Zoomed window:
Window x 28 to 53, y 28 to 53 µm. Cells in gray, sequential cells in the stronger gray; small squares are vias.
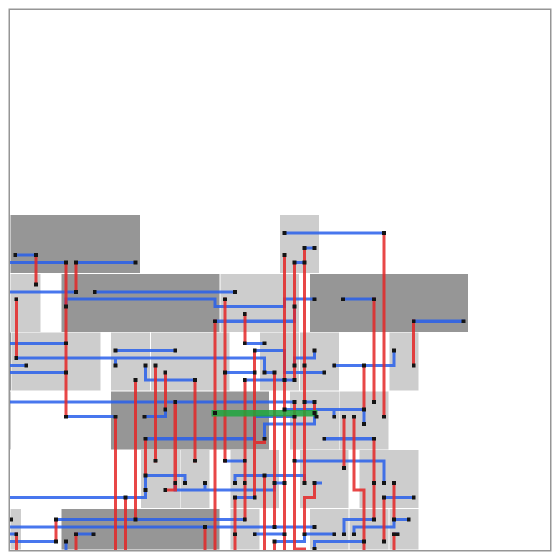
Gate-type map:
(4 px per µm)
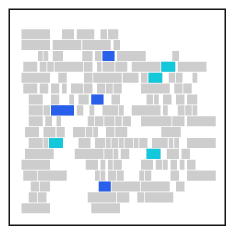
**config.mk**
```make
export PLATFORM = sky130hd
export DESIGN_NAME = evt_conditioner_flat
export DESIGN_NICKNAME = d
export VERILOG_FILES = /design/src/rtl/evt_conditioner_if.sv /design/src/rtl/evt_conditioner.sv /design/src/flat_wrapper.sv
export SDC_FILE = /design/constraint.sdc
export NUM_CORES = 1
export LEC_CHECK = 0
export CAP_MARGIN = 20
export CORE_MARGIN = 2
export CORE_UTILIZATION = 50
export DETAILED_ROUTE_END_ITERATION = 8
export GPL_TIMING_DRIVEN = 0
export MAX_ROUTING_LAYER = met4
export PLACE_DENSITY = 0.77
export SLEW_MARGIN = 15
export SYNTH_ARGS = -nofsm -noshare
export SYNTH_HDL_FRONTEND = slang
export SYNTH_SLANG_ARGS = --single-unit
export TNS_END_PERCENT = 30
```
**constraint.sdc**
```tcl
create_clock -name clk_in -period 4.7 [get_ports clk_in]
set_clock_uncertainty 0.05 [all_clocks]
set_input_delay 0.47 -clock clk_in [delete_from_list [all_inputs] [get_ports clk_in]]
set_output_delay 0.47 -clock clk_in [all_outputs]
set_load 0.02 [all_outputs]
```
**src/rtl/evt_conditioner_if.sv**
```systemverilog
// Port bundle for evt_conditioner: raw input and enable in, conditioned
// event/level/glitch outputs plus a debug copy of the FSM state.
// Signalling: there is no valid/ready handshake on this bundle. raw_in is
// sampled every cycle, evt_out and glitch_out are single-cycle pulses that
// cannot be back-pressured, and level_out/state_dbg are plain levels.
interface evt_conditioner_if;
  logic       raw_in;
  logic       enable_in;
  logic       evt_out;
  logic       level_out;
  logic       glitch_out;
  logic [1:0] state_dbg;

  modport master (
    output raw_in, enable_in,
    input  evt_out, level_out, glitch_out, state_dbg
  );

  modport slave (
    input  raw_in, enable_in,
    output evt_out, level_out, glitch_out, state_dbg
  );
endinterface

```
**src/rtl/evt_conditioner.sv**
```systemverilog
// Event conditioner: synchronizes a raw asynchronous input, debounces it
// with a stability counter driven by a four-state FSM, and emits a
// one-cycle event on the accepted edge direction(s). Aborted pending
// transitions are reported as one-cycle glitch pulses.
module evt_conditioner #(
  parameter int SYNC_STAGES     = 2,
  parameter int DEBOUNCE_CYCLES = 200000,
  parameter int EDGE_MODE       = 0
) (
  input logic              clk_in,
  input logic              rst_in,
  evt_conditioner_if.slave bus
);

  localparam int CW = $clog2(DEBOUNCE_CYCLES + 1);
  localparam logic [CW-1:0] C_LAST = CW'(DEBOUNCE_CYCLES - 1);
  localparam logic [CW-1:0] C_ONE  = CW'(1);
  localparam logic RISE_EN = 1'((EDGE_MODE == 0) || (EDGE_MODE == 2));
  localparam logic FALL_EN = 1'((EDGE_MODE == 1) || (EDGE_MODE == 2));

  typedef enum logic [1:0] {
    STABLE_LO = 2'd0,
    PEND_HI   = 2'd1,
    STABLE_HI = 2'd2,
    PEND_LO   = 2'd3
  } state_t;

  logic [SYNC_STAGES-1:0] r_sync;
  state_t                 r_state;
  state_t                 w_state_nxt;
  logic [CW-1:0]          r_cnt;
  logic [CW-1:0]          w_cnt_nxt;
  logic                   r_level;
  logic                   w_level_nxt;
  logic                   r_evt;
  logic                   w_evt_nxt;
  logic                   r_glitch;
  logic                   w_glitch_nxt;
  logic                   w_s;

  assign w_s = r_sync[SYNC_STAGES-1];

  // Synchronizer chain, FSM state, counter and registered outputs.
  always_ff @(posedge clk_in) begin
    if (!rst_in) begin
      r_sync   <= '0;
      r_state  <= STABLE_LO;
      r_cnt    <= '0;
      r_level  <= 1'b0;
      r_evt    <= 1'b0;
      r_glitch <= 1'b0;
    end else begin
      r_sync   <= {r_sync[SYNC_STAGES-2:0], bus.raw_in};
      r_state  <= w_state_nxt;
      r_cnt    <= w_cnt_nxt;
      r_level  <= w_level_nxt;
      r_evt    <= w_evt_nxt;
      r_glitch <= w_glitch_nxt;
    end
  end

  // Debounce FSM: pend on a change of the synchronized input, commit after
  // DEBOUNCE_CYCLES consecutive matching samples, abort on any reversal.
  always_comb begin
    w_state_nxt  = r_state;
    w_cnt_nxt    = r_cnt;
    w_level_nxt  = r_level;
    w_evt_nxt    = 1'b0;
    w_glitch_nxt = 1'b0;
    case (r_state)
      STABLE_LO: begin
        if (w_s) begin
          if (DEBOUNCE_CYCLES == 1) begin
            w_state_nxt = STABLE_HI;
            w_level_nxt = 1'b1;
            w_cnt_nxt   = '0;
            w_evt_nxt   = bus.enable_in & RISE_EN;
          end else begin
            w_state_nxt = PEND_HI;
            w_cnt_nxt   = C_ONE;
          end
        end
      end
      PEND_HI: begin
        if (w_s) begin
          if (r_cnt == C_LAST) begin
            w_state_nxt = STABLE_HI;
            w_level_nxt = 1'b1;
            w_cnt_nxt   = '0;
            w_evt_nxt   = bus.enable_in & RISE_EN;
          end else begin
            w_cnt_nxt = r_cnt + C_ONE;
          end
        end else begin
          w_state_nxt  = STABLE_LO;
          w_cnt_nxt    = '0;
          w_glitch_nxt = 1'b1;
        end
      end
      STABLE_HI: begin
        if (!w_s) begin
          if (DEBOUNCE_CYCLES == 1) begin
            w_state_nxt = STABLE_LO;
            w_level_nxt = 1'b0;
            w_cnt_nxt   = '0;
            w_evt_nxt   = bus.enable_in & FALL_EN;
          end else begin
            w_state_nxt = PEND_LO;
            w_cnt_nxt   = C_ONE;
          end
        end
      end
      PEND_LO: begin
        if (!w_s) begin
          if (r_cnt == C_LAST) begin
            w_state_nxt = STABLE_LO;
            w_level_nxt = 1'b0;
            w_cnt_nxt   = '0;
            w_evt_nxt   = bus.enable_in & FALL_EN;
          end else begin
            w_cnt_nxt = r_cnt + C_ONE;
          end
        end else begin
          w_state_nxt  = STABLE_HI;
          w_cnt_nxt    = '0;
          w_glitch_nxt = 1'b1;
        end
      end
      default: begin
        w_state_nxt = STABLE_LO;
        w_cnt_nxt   = '0;
      end
    endcase
  end

  assign bus.evt_out    = r_evt;
  assign bus.level_out  = r_level;
  assign bus.glitch_out = r_glitch;
  assign bus.state_dbg  = r_state;

endmodule

```
**src/flat_wrapper.sv**
```systemverilog
// flat-port wrapper written by rule: the top's interface ports become plain ports
module evt_conditioner_flat 
#(
  parameter int SYNC_STAGES     = 2,
  parameter int DEBOUNCE_CYCLES = 200000,
  parameter int EDGE_MODE       = 0
)
  (clk_in, rst_in, bus_raw_in, bus_enable_in, bus_evt_out, bus_level_out, bus_glitch_out, bus_state_dbg);
  evt_conditioner_if bus_i ();
  input logic clk_in;
  input logic rst_in;
  input wire logic [$bits(bus_i.raw_in)-1:0] bus_raw_in;
  input wire logic [$bits(bus_i.enable_in)-1:0] bus_enable_in;
  output wire logic [$bits(bus_i.evt_out)-1:0] bus_evt_out;
  output wire logic [$bits(bus_i.level_out)-1:0] bus_level_out;
  output wire logic [$bits(bus_i.glitch_out)-1:0] bus_glitch_out;
  output wire logic [$bits(bus_i.state_dbg)-1:0] bus_state_dbg;
  assign bus_i.raw_in = bus_raw_in;
  assign bus_i.enable_in = bus_enable_in;
  assign bus_evt_out = bus_i.evt_out;
  assign bus_level_out = bus_i.level_out;
  assign bus_glitch_out = bus_i.glitch_out;
  assign bus_state_dbg = bus_i.state_dbg;
  evt_conditioner #(.SYNC_STAGES(SYNC_STAGES), .DEBOUNCE_CYCLES(DEBOUNCE_CYCLES), .EDGE_MODE(EDGE_MODE)) u_core (.clk_in(clk_in), .rst_in(rst_in), .bus(bus_i));
endmodule
```
==> ci_impl_report.md <==
## PnR job results

| Metric | Value |
|---|---|
| Vias in the first global route | between 1k and 1.5k |
| Die Span X | 53.6 µm |
| Fraction of registers with async set/reset | 0% |
| Mapped Cells | approximately 140 |
| Post-layout minimum cycle time | 2.20 ns |
| Power share of the clock group | between 20 and 30% |
| Post-synth EDFFs | 0 |
| R2R depth | 7 |
| Internal power | 257 µW |
| Tool Warnings | 26 |
| Iter 0 DRT Violations | 19 |
| P_seq | about 220 µW |
| Most frequent cell after synthesis | dfxtp_1 |
| Max reg flops | 18 |
| Synth Seq Share | approximately 40% |
| Via count | around 1.1k |
| CP Launch Type | input port |
| Hpwl dp | roughly 1900 µm |
| Number of antenna-violating nets in the routed design | 0 |
| R2r startpoint | u_core.r_cnt[0]$_SDFFE_PN0P_ |
| Leak pwr | between 0.0004 and 0.0005 µW |
| # rows | 17 |
| Post-DR vias/cell | a little over 6 |
| Most used DFF post-synth | dfxtp_1 |
| Met2 usage | between 30% and 40% |
| Fp util | 54.2% |
| Switching power of the nets | just under 80 µW |
| Gr usage total | a little over a fifth |
| Setup crit end kind | flop |
| Met3 Track Usage GR | under 10% |
| Chip Area, Yosys | 1230 µm² |
| Max Slew Vio Count | 0 |
| Highest metal used | met4 |
| Final instance area | 1370 µm² |
| Hold depth | 1 |
| Main area contributors | dfxtp_1 41%, a31oi_1 6.1%, nand2_1 4.9% |
| R2R Setup Slk | roughly 2.6 ns |
| Chip area | ~2900 µm² |
| Met2 wire len | 1320 µm |
| Largest delay share family, worst path | simple AND/OR/NAND/NOR gates |
| Synth-to-Final Area Change | 11.5% |
| Rel. slew slack | around a quarter |
| Nets | ~160 |
| Initial antenna violation count | 0 |
| Flop pwr share | between 60% and 70% |
| Status | finished, final reports clean |
| Top power group | registers |
| Wirelength per Cell | between 10 and 15 µm |
| IO Count | 9 |
| Max Cap Violations | 0 |
| Most common logic cells in the final layout | 25 x dfxtp_1, 16 x nand2_1, 12 x a31oi_1 |
| Mapped cell area | roughly 1200 µm² |
| DP Area | about 1300 µm² |
| Crit path depth | 5 |
| Pwr/cell area | approximately 240 nW/µm² |
| # hold bufs at CTS | 0 |
| Worst Hold Margin | a little over 0.4 ns |
| Hold Vio Cnt, Final | 0 |
| Most instantiated cells after synthesis | 25 x dfxtp_1, 16 x nand2_1, 12 x a31oi_1 |
| First-pass GRT wire length | roughly 4400 µm |
| Yosys cell count | 139 |
| Min-Delay Endpoint | u_core.r_sync[1]$_SDFF_PN0_ |
## Picture notes: 'zoomed window'
M3 -> green
M2 -> red
M1 -> blue
netlist names of flops here include = u_core.r_cnt (5)
cells with their middle in the window = 24
sequential cells in the window = 5
most frequent = dfxtp_1 (5), a21oi_1 (4)

## Picture notes: 'gate-type map'
mux cells -> cyan  # cells 4, most used mux2i_1
xor and xnor cells -> blue  # cells 4, most used xnor2_1
most common logic cell in the routed design: dfxtp_1
Post-Layout Cell Count: 179

-- kinds of logic after synthesis --
logic type | share of synthesized area (%)
AOI/OAI and AO/OA | 18.0
and+or+nand+nor | 29.0
adders and majority gates | 1.02
muxes | 3.25
buffers and inverters | 4.67
xor gates and xnor gates | 3.45
DFF | 40.6
-- through the flow --
step / worst slack, ns / power, µW / cells
2_1_floorplan: 2.85 / 232 / 139
6_report: 2.50 / 334 / 179
3_5_place_dp: 2.19 / 241 / 175
5_1_grt: 2.37 / 343 / 179
3_3_place_gp: 2.18 / 240 / 175
4_1_cts: 2.50 / 334 / 179
-- area by class of cell --
class,instances,area (µm²)
Multi-Input combinational cell,103,674
Inverter,3,11.3
Buffer,8,46.3
Clock buffer,4,26.3
Timing Repair Buffer,8,80.1
Sequential cell,25,500
Fill cell,213,902
Tap cell,28,35.0
Power figures rest on the tool's default switching activity, not on a simulated workload.
